Fig. 1: run 1, routed metal, one colour a layer
The bar under the picture is 100 um long. Two of the layers only.
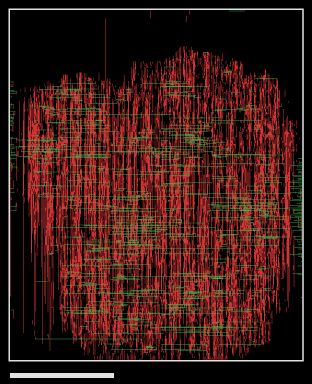
Fig. 2: run 1, local utilization
28 x 34 tiles, from black (low) to pale yellow (high), 0 to 100% covered.
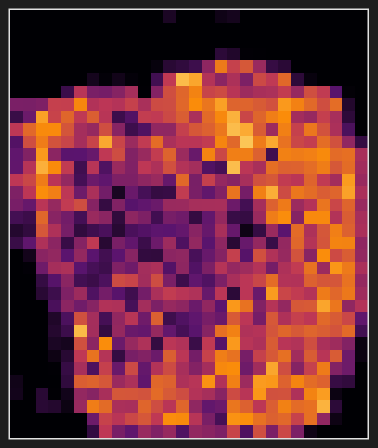
Fig. 3: run 1, placement by cell class
The bar under the picture is 100 um long. Fill, decap, tap and diode cells in grey.
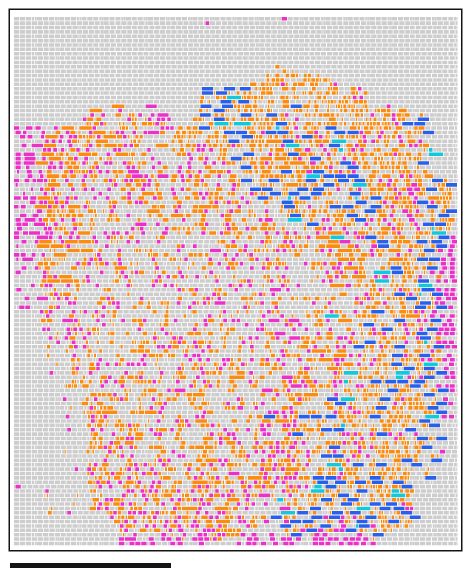
==> config.mk <==
export PLATFORM = sky130hd
export DESIGN_NAME = alu_seq
export DESIGN_NICKNAME = d
export VERILOG_FILES = /design/src/rtl/alu_seq.sv
export SDC_FILE = /design/constraint.sdc
export NUM_CORES = 1
export LEC_CHECK = 0
export CAP_MARGIN = 20
export CORE_ASPECT_RATIO = 1.2
export CORE_MARGIN = 2
export CORE_UTILIZATION = 25
export CTS_CLUSTER_SIZE = 40
export DETAILED_ROUTE_END_ITERATION = 6
export MAX_ROUTING_LAYER = met4
export SETUP_SLACK_MARGIN = 0.3
export SLEW_MARGIN = 0
export SYNTH_ARGS = -nofsm -noshare
export SYNTH_HDL_FRONTEND = slang
export SYNTH_SLANG_ARGS = --single-unit
export TNS_END_PERCENT = 50
==> constraint.sdc <==
create_clock -name i_clk -period 4.6 [get_ports i_clk]
set_input_delay 0.92 -clock i_clk [delete_from_list [all_inputs] [get_ports i_clk]]
set_output_delay 0.92 -clock i_clk [all_outputs]
set_load 0.02 [all_outputs]
==> results.py, run 1 <==
# Auto-generated metrics
metrics = {
    "layout": {
        "final_layout_top_logic_cells": "buf_4, nor2_1, nand2_1",
        "final_common_cell": "buf_4",
        "layout.cells.non_filler": 5177,
        "drive_above_1_share_pct": 29.84,
        "nFillCells": 9486,
    },
    "yosys": {
        "edf_count": 0,
        "mux_area_share_pct": 9.873,
        "simple_gate_area_share_pct": 22.34,
        "ys_top_logic_family": "AND-OR/OR-AND gates",
        "most_common_cell": "nor2_1",
        "synthTopCellsByCount": "nor2_1, nand2_1, a21oi_1",
        "synthFlopType": "dfxtp_1",
        "compound_area_share_pct": 30.47,
        "synth_nets": 3345,
        "synth_cell_types": 92,
        "synth_top_area_share_pct": 17.62,
        "yosysChipArea_sq_um": 22950,
        "async_flop_share_pct": 0,
        "yosys-stat-cells": 3131,
        "topCellsByArea": "dfxtp_1, ha_1, nor2_1",
        "syn_area_sq_um": 22950,
        "synth_top_cell_by_area": "dfxtp_1",
        "synth-adder-area-share_pct": 7.621,
    },
    "final_timing": {
        "slew_headroom_pct": 32.21,
        "fin_crit_ps": 4548,
        "hold_viol_final": 0,
        "setup-violations-final": 0,
        "finClkSkew_ps": 30.67,
        "finalCritPeriodShare_pct": 98.87,
        "worst_slew_pin_slew_ps": 1006,
        "fmax_mhz": 219.9,
        "fin_ws_ps": 52.11,
    },
    "die": {
        "die_w_um": 280.6,
        "io_pins": 175,
        "die_h_um": 335.9,
    },
    "outcome": {
        "failed_checks": "DRC",
        "status": "complete, but fails checks",
    },
    "grt": {
        "grt_max_degree": 95,
        "antenna_found_initial": 15,
        "grt_pass1_vias": 27810,
    },
    "job": {
        "tool_warnings": 96,
        "drv_cap": 0,
    },
    "clock_tree": {
        "clk_latency_ps": 550,
        "clockRootBuffer": "clkbuf_16",
        "cts_tree": "yes",
        "clkTransAtPathRegs_ps": 70,
        "clk_path_buf_depth": 3,
        "cts_made_buffers": 23,
        "clock-sinks": 202,
    },
    "place": {
        "gp_congestion": 1.097,
        "dp.cells": 5099,
        "port-buffer-count": 174,
        "pre_cts_ws_ps": -1084,
        "place_area_sq_um": 32240,
    },
    "worst_hold_path": {
        "hold_path.class": "reg2reg",
    },
    "worst_setup_path": {
        "r2r_slack_ps": 120,
        "worstPathArrival_ps": 4980,
        "cp-end-kind": "flip-flop",
        "path_class": "in2reg",
    },
    "detailed_routing": {
        "dr.first_iter.drc_count": 3209,
        "via_per_inst": 5.750,
        "drc_errors": 2,
    },
    "pwr": {
        "totalPowerFinal_mw": 7.225,
        "p_leak_nw": 14.21,
        "pwr_density_cell_nw_per_um2": 210.8,
        "clockPowerShare_pct": 26.5,
        "power.internal_mw": 4.380,
        "swShare_pct": 39.38,
        "peakVddDrop_v": 0.0002437,
    },
}
-- Fig. 1 (at the start) --
Key: met2 = red [wire length 66.5 mm]; met3 = green [wire length 11300 um]
Avg WL per Cell: 29.69 um
via count: 29770
gr usage total: 32.34%
final WL: 153700 um

-- Fig. 2 (at the start) --
The mean over all tiles is 35%. The densest ninth of the die: east. The fullest tile reaches 87%. 21% of the tiles are nearly empty. 4.0% of the tiles are over 75% full.
core area: 90840 sq um
FP Util: 25.27%
fin util: 37.73%

-- Fig. 3 (at the start) --
Key: flops = blue [cells 202, share of their area 12%]; clock drivers and dummy loads = cyan [cells 41, share of their area 2.3%]; other buffers and delay cells = magenta [cells 1090, share of their area 28%]; all other logic = orange [cells 2669, share of their area 58%]
Core Rows: 121
fraction of area in registers: 11.82%

run 1: power groups by stage:
stage                     logic (mW)  registers, mW  clock network [mW]
after detailed placement        3.13           1.93                   0
after CTS                       3.23           1.90                1.93
after global placement          3.15           1.93                   0
final                           3.41           1.90                1.92
after global routing            3.53           1.90                2.00
after floorplan                 1.34           1.93                   0
run 1: cells by family after synthesis:
family          Yosys count
simple gates           1058
compound gates         1025
buf+inv                 385
flops                   202
mux                     174
xor+xnor                149
fa+ha+maj               138
run 1: layout make-up:
cell class                 count  area [sq um]  share of cell area [%]
clock inverter                12         141.4                  0.4125
tap                         1168          1461                   4.264
inverter                     125         483.0                   1.409
multi-input combinational   2544         18380                   53.62
clock buffer                  29         628.1                   1.833
antenna                        7         17.52                 0.05111
sequential                   202          4053                   11.82
timing repair buffer        1090          9112                   26.59
run 1: layer usage:
layer  track usage (%)  up-vias  share of wire, %  wire [um]
met3             3.307      294               7.3      11270
met2             49.03     1488                43      66520
li1                  -    13380                 -          -
met5                 -        -                 0          0
met4             16.78        0               6.4       9870
met1             42.43    14610                43      66040
run 1: critical path, stage by stage:
cell and delay [ps]:
clkdlybuf4s50_1 410, buf_6 150, buf_4 200, mux2_2 290, and3_1 180, a2111oi_0 520, buf_4 240, o221ai_1 140
buf_4 190, a221o_1 290, or3_1 380, or4_1 510, nor4_1 200, nand3_1 140, o41ai_2 190
run 1: what timing repair did:
item,4_1_cts,5_1_grt
setup endpoints to repair,29,33
pin swaps,33,55
resized,104,117
setup buffers,15,15
hold buffers,0,0
Fig. 4: run 1, register map, names as in the netlist
The bar under the picture is 100 um long. Other sequential cells in the stronger grey, the rest of the logic in the fainter grey.
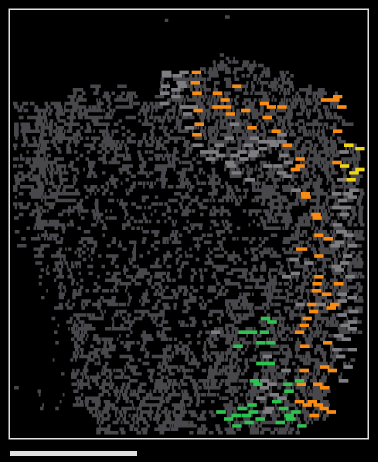

--- run 2 (diff from run 1) ---
--- a/config.mk
+++ b/config.mk
@@ -5,11 +5,11 @@
 export SDC_FILE = /design/constraint.sdc
 export NUM_CORES = 1
 export LEC_CHECK = 0
+export ABC_CLOCK_PERIOD_IN_PS = 4600
 export CAP_MARGIN = 20
 export CORE_ASPECT_RATIO = 1.2
 export CORE_MARGIN = 2
 export CORE_UTILIZATION = 25
-export CTS_CLUSTER_SIZE = 40
 export DETAILED_ROUTE_END_ITERATION = 6
 export MAX_ROUTING_LAYER = met4
 export SETUP_SLACK_MARGIN = 0.3
Fig. 5: run 2, register map, names as in the netlist
The bar under the picture is 100 um long. Other sequential cells in the stronger grey, the rest of the logic in the fainter grey.
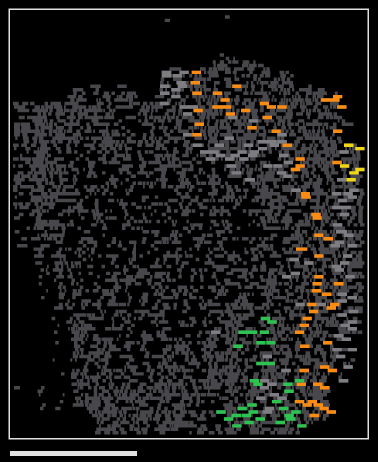
Key: `cnt_q` = yellow [flops 6]; `acc_q` = orange [flops 64]; `o_data_AluRes` = green [flops 32]
FF+latch area: 4053 sq um
fraction of area in registers: 11.64%

==> run 2 against run 1 <==
  * The flow now finishes without violations
  * Clock power fell by 3%
  * Non-clock buffer count rose by 26
  * Fmax rose by 1.9%
  * Final area rose by 1.6%
  * First-iteration DRC count fell by 2.0%
  * Sequential share of layout area fell by 0.18 points
  * Via count rose by 0.31%
  * Hold slack improved by 1.9 ps
  * Critical endpoint is now o_data_Hi[26]
==> results.py, run 2 <==
# Auto-generated metrics
metrics = {
    "yosys": {
        "async_flop_share_pct": 0,
        "syn_area_sq_um": 22950,
        "syn_inst": 3131,
        "most_common_cell": "nor2_1",
        "synth-adder-area-share_pct": 7.621,
        "edf_count": 0,
        "yosys-stat-cells": 3131,
        "topCellsByArea": "dfxtp_1, ha_1, nor2_1",
        "synth_cell_types": 92,
        "compound_area_share_pct": 30.47,
        "yosysChipArea_sq_um": 22950,
        "simple_gate_area_share_pct": 22.34,
        "synth_top_area_share_pct": 17.62,
        "synth_top_cell_by_area": "dfxtp_1",
        "synthTopCellsByCount": "nor2_1, nand2_1, a21oi_1",
        "mux_area_share_pct": 9.873,
        "synthFlopType": "dfxtp_1",
        "ys_top_logic_family": "AND-OR/OR-AND gates",
        "synth_nets": 3345,
    },
    "die": {
        "core-area_sq_um": 90840,
        "io_pins": 175,
        "rows": 121,
        "fp_util_pct": 25.27,
        "die_w_um": 280.6,
        "die_h_um": 335.9,
    },
    "clock_tree": {
        "cts_made_buffers": 23,
        "clk_path_buf_depth": 3,
        "clk_latency_ps": 540,
        "clockRootBuffer": "clkbuf_16",
        "clock-sinks": 202,
        "clkTransAtPathRegs_ps": 70,
        "cts_tree": "yes",
    },
    "outcome": {
        "status": "complete, no violations",
    },
    "worst_setup_path": {
        "crit_path_cell_trace": "and2_4 > ha_4 > fa_2 > a211o_4 > a21o_1 > a311o_1 > nor2_2 > nand2_2 > or4b_4 > or4b_4 > or4b_4 > o31ai_4 > xor2_1 > a21oi_1",
        "r2r_slack_ps": 140,
        "cp.depth": 14,
        "worstPathArrival_ps": 4870,
        "cp-end-kind": "flip-flop",
        "cp-start-kind": "flip-flop",
        "slowest_stage": "or4b_4",
        "path_class": "reg2reg",
        "crit_family": "simple AND/OR/NAND/NOR gates",
        "cpPeakStageDelay_ps": 570,
        "reg2reg_depth": 14,
        "cpMostUsedCell": "or4b_4",
        "worst-path-buf-inv": 0,
    },
    "grt": {
        "grt_pass1_vias": 27830,
        "grt_usage_pct": 32.36,
        "antenna_found_initial": 12,
        "grt_max_degree": 95,
        "overflow": 0,
    },
    "job": {
        "drv_cap": 0,
        "tool_warnings": 96,
    },
    "detailed_routing": {
        "dr.first_iter.drc_count": 3145,
        "vias": 29860,
        "drtPass1Iterations": 6,
        "drt_wl_total_um": 154200,
        "drc_errors": 0,
        "via_per_inst": 5.743,
        "wire_per_inst_um": 29.67,
        "drtAntennaViolNets": 0,
    },
    "final_timing": {
        "setup-violations-final": 0,
        "hold_viol_final": 0,
        "fin_ws_ps": 139.0,
        "rsz0062_at_grt": "yes",
        "slew_headroom_pct": 23.08,
        "fmax_mhz": 224.2,
        "finalCritPeriodShare_pct": 96.98,
        "worst_slew_pin_slew_ps": 1139,
        "finClkSkew_ps": 12.03,
        "fin_crit_ps": 4461,
    },
    "pwr": {
        "power.internal_mw": 4.373,
        "power_leader": "combinational logic",
        "clockPowerShare_pct": 25.7,
        "powerClk_mw": 1.86,
        "swShare_pct": 39.64,
        "p_leak_nw": 14.68,
        "p_seq_mw": 1.90,
        "pg_comb_mw": 3.49,
        "peakVddDrop_v": 0.0002071,
        "pwr_density_cell_nw_per_um2": 208.1,
    },
    "layout": {
        "final_layout_top_logic_cells": "buf_4, nor2_1, nand2_1",
        "layout.cells.non_filler": 5199,
        "nFillCells": 9441,
        "final_common_cell": "buf_4",
        "drive_above_1_share_pct": 31.71,
        "fin_nets": 4226,
    },
    "worst_hold_path": {
        "hold_path.class": "reg2reg",
    },
    "place": {
        "port-buffer-count": 174,
        "dp.cells": 5099,
        "pre_cts_ws_ps": -1084,
        "gp_congestion": 1.097,
    },
}
==> run 2: cell counts after synthesis <==
No cell type changed its count.
==> run 2: layout make-up <==
type	count	area, sq um	share of cell area (%)
Antenna cell	4	10.01	0.02875
Sequential cell	202	4053	11.64
Clock inverter	10	106.4	0.3055
Inverter	125	499.2	1.434
Multi-Input combinational cell	2544	18630	53.51
Clock buffer	30	631.9	1.815
Tap cell	1168	1461	4.197
Timing Repair Buffer	1116	9427	27.07
==> run 2: layer usage <==
layer / vias up / share of wire, % / GRT usage, % / wire length (um)
met5: - / 0 / - / 0
met4: 0 / 6.8 / 16.43 / 10460
met3: 282 / 7.4 / 3.064 / 11480
met2: 1561 / 43 / 49.33 / 66430
met1: 14600 / 43 / 42.53 / 65870
li1: 13410 / - / - / -
==> run 2: worst register-to-register path: cells and delay by family (launching register included) <==
kind	cells	cell delay, ps
flops	1	360
compound gates	5	1230
fa+ha+maj	2	500
xor+xnor	1	220
simple gates	6	2020
==> run 2: stage by stage <==
| step | utilization [%] | hold WS (ps) | area (sq um) | power [mW] |
|---|---|---|---|---|
| finish | 38.33 | 465.5 | 34820 | 7.246 |
| global route | 38.33 | 493.8 | 34810 | 7.451 |
| CTS | 36.89 | 462.8 | 33510 | 7.001 |
| detailed placement | 35.49 | 456.7 | 32240 | 5.063 |
| global placement | 35.49 | 448.9 | 32240 | 5.079 |
| floorplan | - | 431.7 | 22970 | 3.271 |
==> run 2: cells by family (layout without fill, tap and decap cells) <==
family	Yosys count	in the layout
mux	174	174
buf+inv	385	1281
xor+xnor	149	149
other cells	0	4
fa+ha+maj	138	138
flops	202	202
simple gates	1058	1058
compound gates	1025	1025
==> run 2: timing repair <==
action                     in CTS  in global routing
setup endpoints to repair      29                 33
gates resized                  94                253
hold buffers                    0                  0
pin swaps                      31                 66
setup buffers                  15                 41
Power and IR drop assume default switching activity.
